### src/rtl/vga_mon_pkg.sv
`default_nettype none
// ============================================================================
// Package  : vga_mon_pkg
// Brief    : Shared constants, CRC-16 step function and monitor state type
//            for the VGA frame monitor.
// Revision : 1.0 - initial release
// ============================================================================
package vga_mon_pkg;

  localparam logic [15:0] CRC16_POLY = 16'h1021;
  localparam logic [15:0] CRC16_INIT = 16'hFFFF;

  typedef enum logic [0:0] {
    IDLE   = 1'b0,
    ACTIVE = 1'b1
  } mon_state_t;

  // Advance a non-reflected CRC-16 over the low 'width' bits of 'data',
  // most significant bit first. Words wider than 64 bits are not supported.
  function automatic logic [15:0] crc16_step(input logic [15:0] crc,
                                             input logic [63:0] data,
                                             input int          width);
    logic [15:0] c;
    logic        fb;
    c = crc;
    for (int i = 63; i >= 0; i--) begin
      if (i < width) begin
        fb = c[15] ^ data[i];
        c  = {c[14:0], 1'b0};
        if (fb) begin
          c = c ^ CRC16_POLY;
        end
      end
    end
    return c;
  endfunction

endpackage
`default_nettype wire

### src/rtl/vga_mon_crc16.sv
`default_nettype none
// ============================================================================
// Module   : vga_mon_crc16
// Brief    : CRC-16 register. 'init_i' reloads the seed, 'update_i' folds in
//            one PW-bit word; both together start a fresh CRC with that word.
// Revision : 1.0 - initial release
// ============================================================================
module vga_mon_crc16
  import vga_mon_pkg::*;
#(
  parameter int PW = 12
) (
  input  logic          clk,
  input  logic          rstn,
  input  logic          init_i,
  input  logic          update_i,
  input  logic [PW-1:0] data_i,
  output logic [15:0]   crc_o
);

  logic [15:0] crc_q;
  logic [15:0] crc_d;
  logic [15:0] crc_base;
  logic [63:0] data_ext;

  assign data_ext = 64'(data_i);

  // Seed selection first, so a word arriving with init lands in the new CRC
  always_comb begin
    crc_base = init_i ? CRC16_INIT : crc_q;
    crc_d    = crc_base;
    if (update_i) begin
      crc_d = crc16_step(crc_base, data_ext, PW);
    end
  end

  // CRC state register
  always_ff @(posedge clk or negedge rstn) begin
    if (!rstn) begin
      crc_q <= CRC16_INIT;
    end else begin
      crc_q <= crc_d;
    end
  end

  assign crc_o = crc_q;

endmodule
`default_nettype wire

### src/rtl/vga_frame_monitor.sv
`default_nettype none
// ============================================================================
// Module   : vga_frame_monitor
// Brief    : Watches a VGA pixel stream, counts active pixels/lines, signs
//            each frame with CRC-16 and reports one result per frame.
// Revision : 1.0 - initial release
// ============================================================================
module vga_frame_monitor
  import vga_mon_pkg::*;
#(
  parameter int  H_ACTIVE = 640,
  parameter int  V_ACTIVE = 480,
  parameter int  CW       = 4,
  parameter int  N_CH     = 3,
  localparam int PW       = N_CH * CW,
  localparam int LW       = $clog2(V_ACTIVE + 1)
) (
  input  logic          clk,
  input  logic          rstn,
  input  logic          pix_en,
  input  logic          vs,
  input  logic          rdn,
  input  logic [PW-1:0] pix,
  input  logic          err_clr,
  output logic          frame_valid,
  output logic          frame_ok,
  output logic [15:0]   frame_crc,
  output logic [15:0]   frame_idx,
  output logic [LW-1:0] line_cnt,
  output logic          err_hpix,
  output logic          err_vline
);

  // Pixel counter holds up to H_ACTIVE+1; the line counter saturates at
  // V_ACTIVE+1 or at its largest code if that does not fit the port width.
  localparam int            HW         = $clog2(H_ACTIVE + 2);
  localparam int            LINE_SAT_I = ((V_ACTIVE + 1) < (2 ** LW)) ?
                                         (V_ACTIVE + 1) : ((2 ** LW) - 1);
  localparam logic [HW-1:0] PIX_TGT    = HW'(H_ACTIVE);
  localparam logic [HW-1:0] PIX_SAT    = HW'(H_ACTIVE + 1);
  localparam logic [LW-1:0] LINE_TGT   = LW'(V_ACTIVE);
  localparam logic [LW-1:0] LINE_SAT   = LW'(LINE_SAT_I);

  mon_state_t    state_q, state_d;
  logic          vs_q, rdn_q;
  logic          vs_rise, rdn_rise;
  logic          accept, line_end, frame_end, frame_start;
  logic [HW-1:0] pix_cnt_q, pix_cnt_d, pix_base;
  logic [LW-1:0] lines_q, lines_d, lines_closed;
  logic          bad_q, bad_d, line_bad, frame_good;
  logic [15:0]   crc_cur;
  logic          frame_valid_q, frame_ok_q;
  logic [15:0]   frame_crc_q, frame_idx_q;
  logic [LW-1:0] line_cnt_q;
  logic          err_hpix_q, err_hpix_d, err_vline_q, err_vline_d;

  assign vs_rise  = pix_en & vs & ~vs_q;
  assign rdn_rise = pix_en & rdn & ~rdn_q;

  // Remember the last sampled vs/rdn so edges are judged per pixel sample
  always_ff @(posedge clk or negedge rstn) begin
    if (!rstn) begin
      vs_q  <= 1'b0;
      rdn_q <= 1'b0;
    end else if (pix_en) begin
      vs_q  <= vs;
      rdn_q <= rdn;
    end
  end

  // FSM state register
  always_ff @(posedge clk or negedge rstn) begin
    if (!rstn) begin
      state_q <= IDLE;
    end else begin
      state_q <= state_d;
    end
  end

  // FSM next state: the first vs rise arms the monitor for good
  always_comb begin
    state_d = state_q;
    case (state_q)
      IDLE:    if (vs_rise) state_d = ACTIVE;
      ACTIVE:  state_d = ACTIVE;
      default: state_d = IDLE;
    endcase
  end

  // FSM outputs: a line still open (last sample displaying) closes at vs
  always_comb begin
    accept      = 1'b0;
    line_end    = 1'b0;
    frame_end   = 1'b0;
    frame_start = 1'b0;
    case (state_q)
      IDLE: begin
        frame_start = vs_rise;
      end
      ACTIVE: begin
        accept      = pix_en & ~rdn;
        frame_end   = vs_rise;
        frame_start = vs_rise;
        line_end    = rdn_rise | (vs_rise & ~rdn_q);
      end
      default: ;
    endcase
  end

  // Counter and flag next-state: the closing frame is judged before any
  // pixel on the same sample is credited to the new frame
  always_comb begin
    line_bad     = line_end && (pix_cnt_q != PIX_TGT);
    lines_closed = lines_q;
    if (line_end && (lines_q != LINE_SAT)) begin
      lines_closed = lines_q + LW'(1);
    end
    frame_good = (lines_closed == LINE_TGT) && !bad_q && !line_bad;

    pix_base  = (line_end || frame_start) ? '0 : pix_cnt_q;
    pix_cnt_d = pix_base;
    if (accept && (pix_base != PIX_SAT)) begin
      pix_cnt_d = pix_base + HW'(1);
    end

    lines_d = frame_start ? '0 : lines_closed;
    bad_d   = frame_start ? 1'b0 : (bad_q | line_bad);

    err_hpix_d  = line_bad ? 1'b1 : (err_clr ? 1'b0 : err_hpix_q);
    err_vline_d = (frame_end && (lines_closed != LINE_TGT)) ? 1'b1 :
                  (err_clr ? 1'b0 : err_vline_q);
  end

  // Per-frame counters and the bad-line marker
  always_ff @(posedge clk or negedge rstn) begin
    if (!rstn) begin
      pix_cnt_q <= '0;
      lines_q   <= '0;
      bad_q     <= 1'b0;
    end else begin
      pix_cnt_q <= pix_cnt_d;
      lines_q   <= lines_d;
      bad_q     <= bad_d;
    end
  end

  // Frame result registers, updated only at frame end
  always_ff @(posedge clk or negedge rstn) begin
    if (!rstn) begin
      frame_valid_q <= 1'b0;
      frame_ok_q    <= 1'b0;
      frame_crc_q   <= '0;
      frame_idx_q   <= '0;
      line_cnt_q    <= '0;
    end else begin
      frame_valid_q <= frame_end;
      if (frame_end) begin
        frame_ok_q  <= frame_good;
        frame_crc_q <= crc_cur;
        frame_idx_q <= frame_idx_q + 16'd1;
        line_cnt_q  <= lines_closed;
      end
    end
  end

  // Sticky error flags
  always_ff @(posedge clk or negedge rstn) begin
    if (!rstn) begin
      err_hpix_q  <= 1'b0;
      err_vline_q <= 1'b0;
    end else begin
      err_hpix_q  <= err_hpix_d;
      err_vline_q <= err_vline_d;
    end
  end

  vga_mon_crc16 #(
    .PW (PW)
  ) u_crc (
    .clk      (clk),
    .rstn     (rstn),
    .init_i   (frame_start),
    .update_i (accept),
    .data_i   (pix),
    .crc_o    (crc_cur)
  );

  assign frame_valid = frame_valid_q;
  assign frame_ok    = frame_ok_q;
  assign frame_crc   = frame_crc_q;
  assign frame_idx   = frame_idx_q;
  assign line_cnt    = line_cnt_q;
  assign err_hpix    = err_hpix_q;
  assign err_vline   = err_vline_q;

endmodule
`default_nettype wire

### config.mk
export PLATFORM = sky130hd
export DESIGN_NAME = vga_frame_monitor
export DESIGN_NICKNAME = d
export VERILOG_FILES = /design/src/rtl/vga_mon_pkg.sv /design/src/rtl/vga_mon_crc16.sv /design/src/rtl/vga_frame_monitor.sv
export SDC_FILE = /design/constraint.sdc
export NUM_CORES = 1
export LEC_CHECK = 0
export ABC_AREA = 1
export CORE_UTILIZATION = 57
export CTS_CLUSTER_DIAMETER = 30
export CTS_CLUSTER_SIZE = 10
export DETAILED_ROUTE_END_ITERATION = 10
export GPL_TIMING_DRIVEN = 0
export PLACE_DENSITY = 0.82
export SLEW_MARGIN = 20
export SYNTH_ARGS = -nofsm -noshare
export SYNTH_HDL_FRONTEND = slang
export SYNTH_SLANG_ARGS = --single-unit
### constraint.sdc
create_clock -name clk -period 4.1 [get_ports clk]
set_input_delay 0.41 -clock clk [delete_from_list [all_inputs] [get_ports clk]]
set_output_delay 0.41 -clock clk [all_outputs]
set_load 0.05 [all_outputs]
Fig. 1: signal wires on met1
Drawn at 6 px/um. Supply wires on this layer in gray.
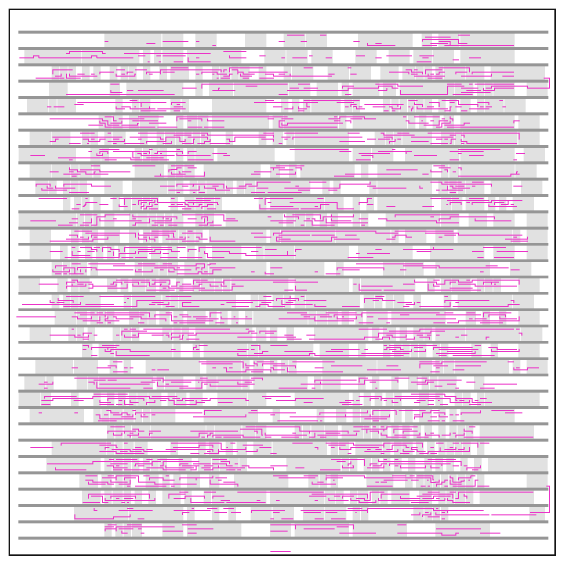
main direction	horizontal
share of all routed wire	44%
wire length on this layer	4400 um
longest straight run	22.8 um
nets with wire on the layer	625
total length of routed wires: 10100 um
grt met1 use: 35.1%

Fig. 2: where the registers sit
Drawn at 4 px/um. Other sequential cells in the stronger gray, the rest of the logic in the fainter gray.
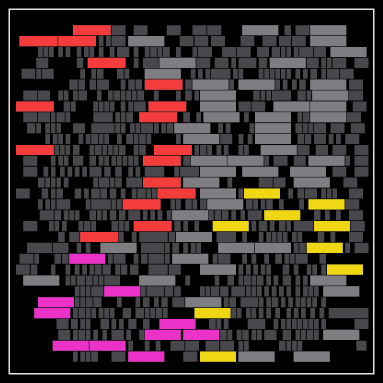
color	name in the netlist	placed flops
magenta	`pix_cnt_q`	10
red	`u_crc.crc_o`	16
yellow	`line_cnt`	9
flip-flop and latch power: 1.22 mW
Seq/total area: 38.8%
area occupied by registers: 2120 um^2
final core occ: 73.4%

Fig. 3: routing congestion map
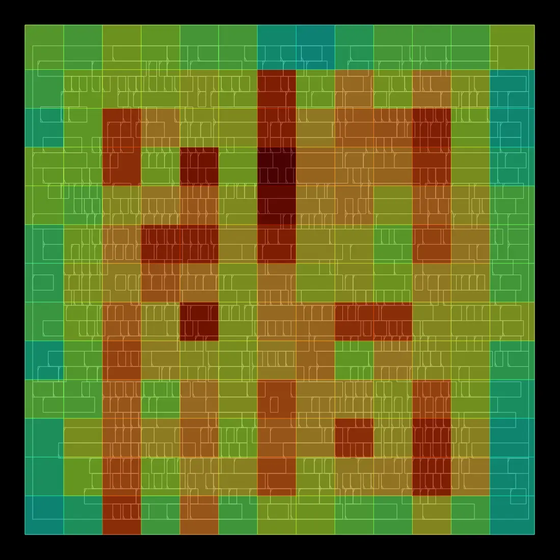
Total Routing Usage GR: 26.7%
met2 track utilization from global routing: 44.4%
DR WL/cell: 13.1 um
gr busiest metal: met2
met3 global-route usage: 4.80%

Fig. 4: metal 4
Drawn at 4 px/um. Supply wires on this layer in gray.
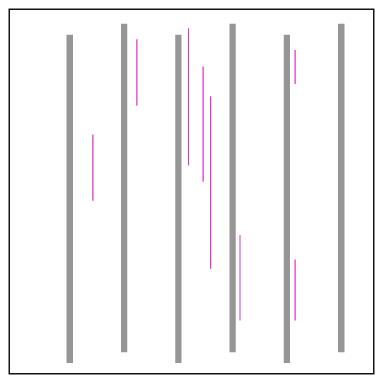
share of all routed wire	1.8%
nets with wire on the layer	7
wire length on this layer	182 um
main direction	vertical
longest straight run	42.8 um
Vias: 3999

Fig. 5: signal wires by layer
Drawn at 4 px/um. Two of the layers only.
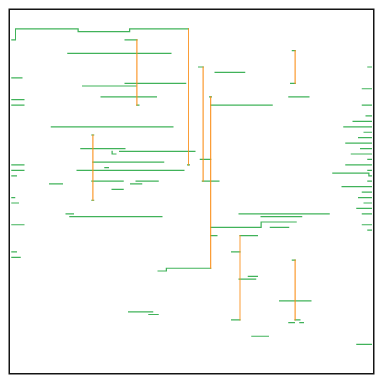
color	layer	wire length
orange	metal 4	182 um
green	metal 3	534 um

==> impl_metrics.toml <==
# yosys + openroad results
[synth]
fa_ha_area_share_pct = 1.11
synth_top_cell_by_area = "dfrtp_1"
syn_area_per_cell_um2 = 7.56
ys_warn_count = 0
synth_cells = 594
ys.flop_type = "dfrtp_1"
aoi_share_pct = 5.94
edf_count = 0
syn_area_um2 = 4490
synthTopLogicFamily = "simple AND/OR/NAND/NOR gates"
mux_area_share_pct = 0
top_cell = "nand2_1"
synth-cells-yosys = 594
ys_types = 31
ys_seq_elements = 84
synthSimpleGateAreaFrac_pct = 31.2
area_leaders = "dfrtp_1 38%, nand2_1 17%, dfstp_2 9.4%"
yosysChipArea_um2 = 4490
xor_share_pct = 6.05
top_cells_by_count = "201 x nand2_1, 86 x inv_1, 68 x dfrtp_1"
top_cell_area_share_pct = 37.9
synthArstFlopShare_pct = 100
synth_nets = 616

[floorplan]
dieArea_um2 = 8230
die_h_um = 90.7
core_um2 = 7450
core.rowCount = 31
dieWidth_um = 90.7
fp_util_pct = 60.3
pin_count = 63

[routing]
ant_nets = 0
drc = 0
routed.top_layer = "met4"
dr.pass1.iters = 5
drt_iter0_markers = 240
drt-vias-per-instance = 5.17
wl_met2_um = 5000
drt-met1-wl_um = 4400
wl_met3_um = 534

[pwr]
vdd_ir_drop_max_mv = 0.370
p_per_area_nw_per_um2 = 606
leakage_nw = 2.81

[clock_network]
htree_levels = 3
cts-root-buf = "clkbuf_8"
cts_hold_buf = 1
clock_latency_ps = 370
cts_resized = 0
clockBufferDepth = 2
cts_tree = "done"
cts_buffers = 9
clk_pin_slew_worst_paths_ps = 100
post_cts_buffers = 0
cts.sinks = 84

[global_route]
antenna_found_initial = 0
overflow = 0
grt_pass1_vias = 3785
grt_pass1_wl_um = 17500
grt_max_degree = 59

[final_timing]
skew_ps = 11.5
finalHoldViolCount = 0
timing.fmax_ghz = 0.408
finalSetupTns_ps = 0
hold_ws_ps = 488
min_period_ps = 2450
rsz0062_at_grt = "no"
fin_crit_sh_pct = 59.8
relSlewSlack_pct = 58.0
setup_viol = 0
maxSlewViolCount = 0

[critical_path]
crit_path_end_kind = "flip-flop"
critPathArrivalTime_ps = 2710
cp.required_ps = 4360
cp_max_fo = 10
cp-start-kind = "primary input"
path_class = "in2reg"

[worst_hold_path]
hp-class = "reg2reg"

[place]
routabilityCongestion = 0.936
dp_cells = 756
dpl.hpwl_um = 7750
io_buffers = 62

[final_layout]
antenna_cells = 0
lay_top_cells = "201 x nand2_1, 86 x inv_1, 68 x dfrtp_1"
fin_nets = 691
instances_no_fill = 773
drive_above_1_share_pct = 8.16
areaGrowthSynthToFinish_pct = 21.8
layout_top_cell = "nand2_1"

[outcome]
outcome = "finished clean"

[run]
warnings = 27
maxCapViolations = 0
worst max-delay path, cell delays in order:
cell and delay, ps:
clkdlybuf4s50_1 630, nand2_2 160, o21ai_4 320, nor2_1 150, ha_1 220, nand4_1 90, nor2_1 60, nand3_1 80
nand2_2 110, nor2_2 260, nand3_1 100, nand2_1 80, nand2_1 50
metrics by stage:
stage	worst slack, ps	power (mW)	util [%]	area [um^2]
3_3_place_gp	-344	2.68	70.3	5230
6_report	1650	3.31	73.4	5470
5_1_grt	1460	3.55	73.4	5470
4_1_cts	1660	3.33	73.4	5470
3_5_place_dp	1280	2.73	70.6	5260
2_1_floorplan	2250	2.27	-	4490
where the power goes:
group,internal [mW],switching (mW),leakage (nW)
clock,0.243,0.343,0.103
sequential,1.09,0.137,1.04
combinational,0.490,1.01,1.66
flip-flops by register name, summed over array words and instances, names as in the netlist:
register	flops
err_hpix	1
pix_cnt_q	10
rdn_q	1
err_vline	1
bad_q	1
vs_q	1
frame_idx	16
frame_valid	1
frame_ok	1
u_crc.crc_o	16
state_q	1
frame_crc	16
lines_q	9
line_cnt	9
area by class of cell:
cell class	instances	area [um^2]	area share, %
sequential	84	2120	38.8
multi-input combinational	412	1990	36.4
timing repair buffer	64	656	12.0
inverter	87	327	5.97
clock buffer	9	124	2.26
tap	99	124	2.26
clock inverter	7	76.3	1.40
buffer	11	51.3	0.938
path summary, 6_finish.rpt:
kind / from / to / slack (ps) / cells after the start
setup / recovery: pix_en / pix_cnt_q[9] / 1650 / 13
hold / removal: frame_crc[1] / frame_crc[1] / 490 / 2
setup reg to reg: vs_q / pix_cnt_q[9] / 1940 / 13
hold reg to reg: frame_crc[1] / frame_crc[1] / 490 / 2
max in group asynchronous: rstn / u_crc.crc_o[7] / 2960 / 3
min in group asynchronous: rstn / lines_q[6] / 510 / 2
No activity file was given, so power comes from the tool's default toggle rates.
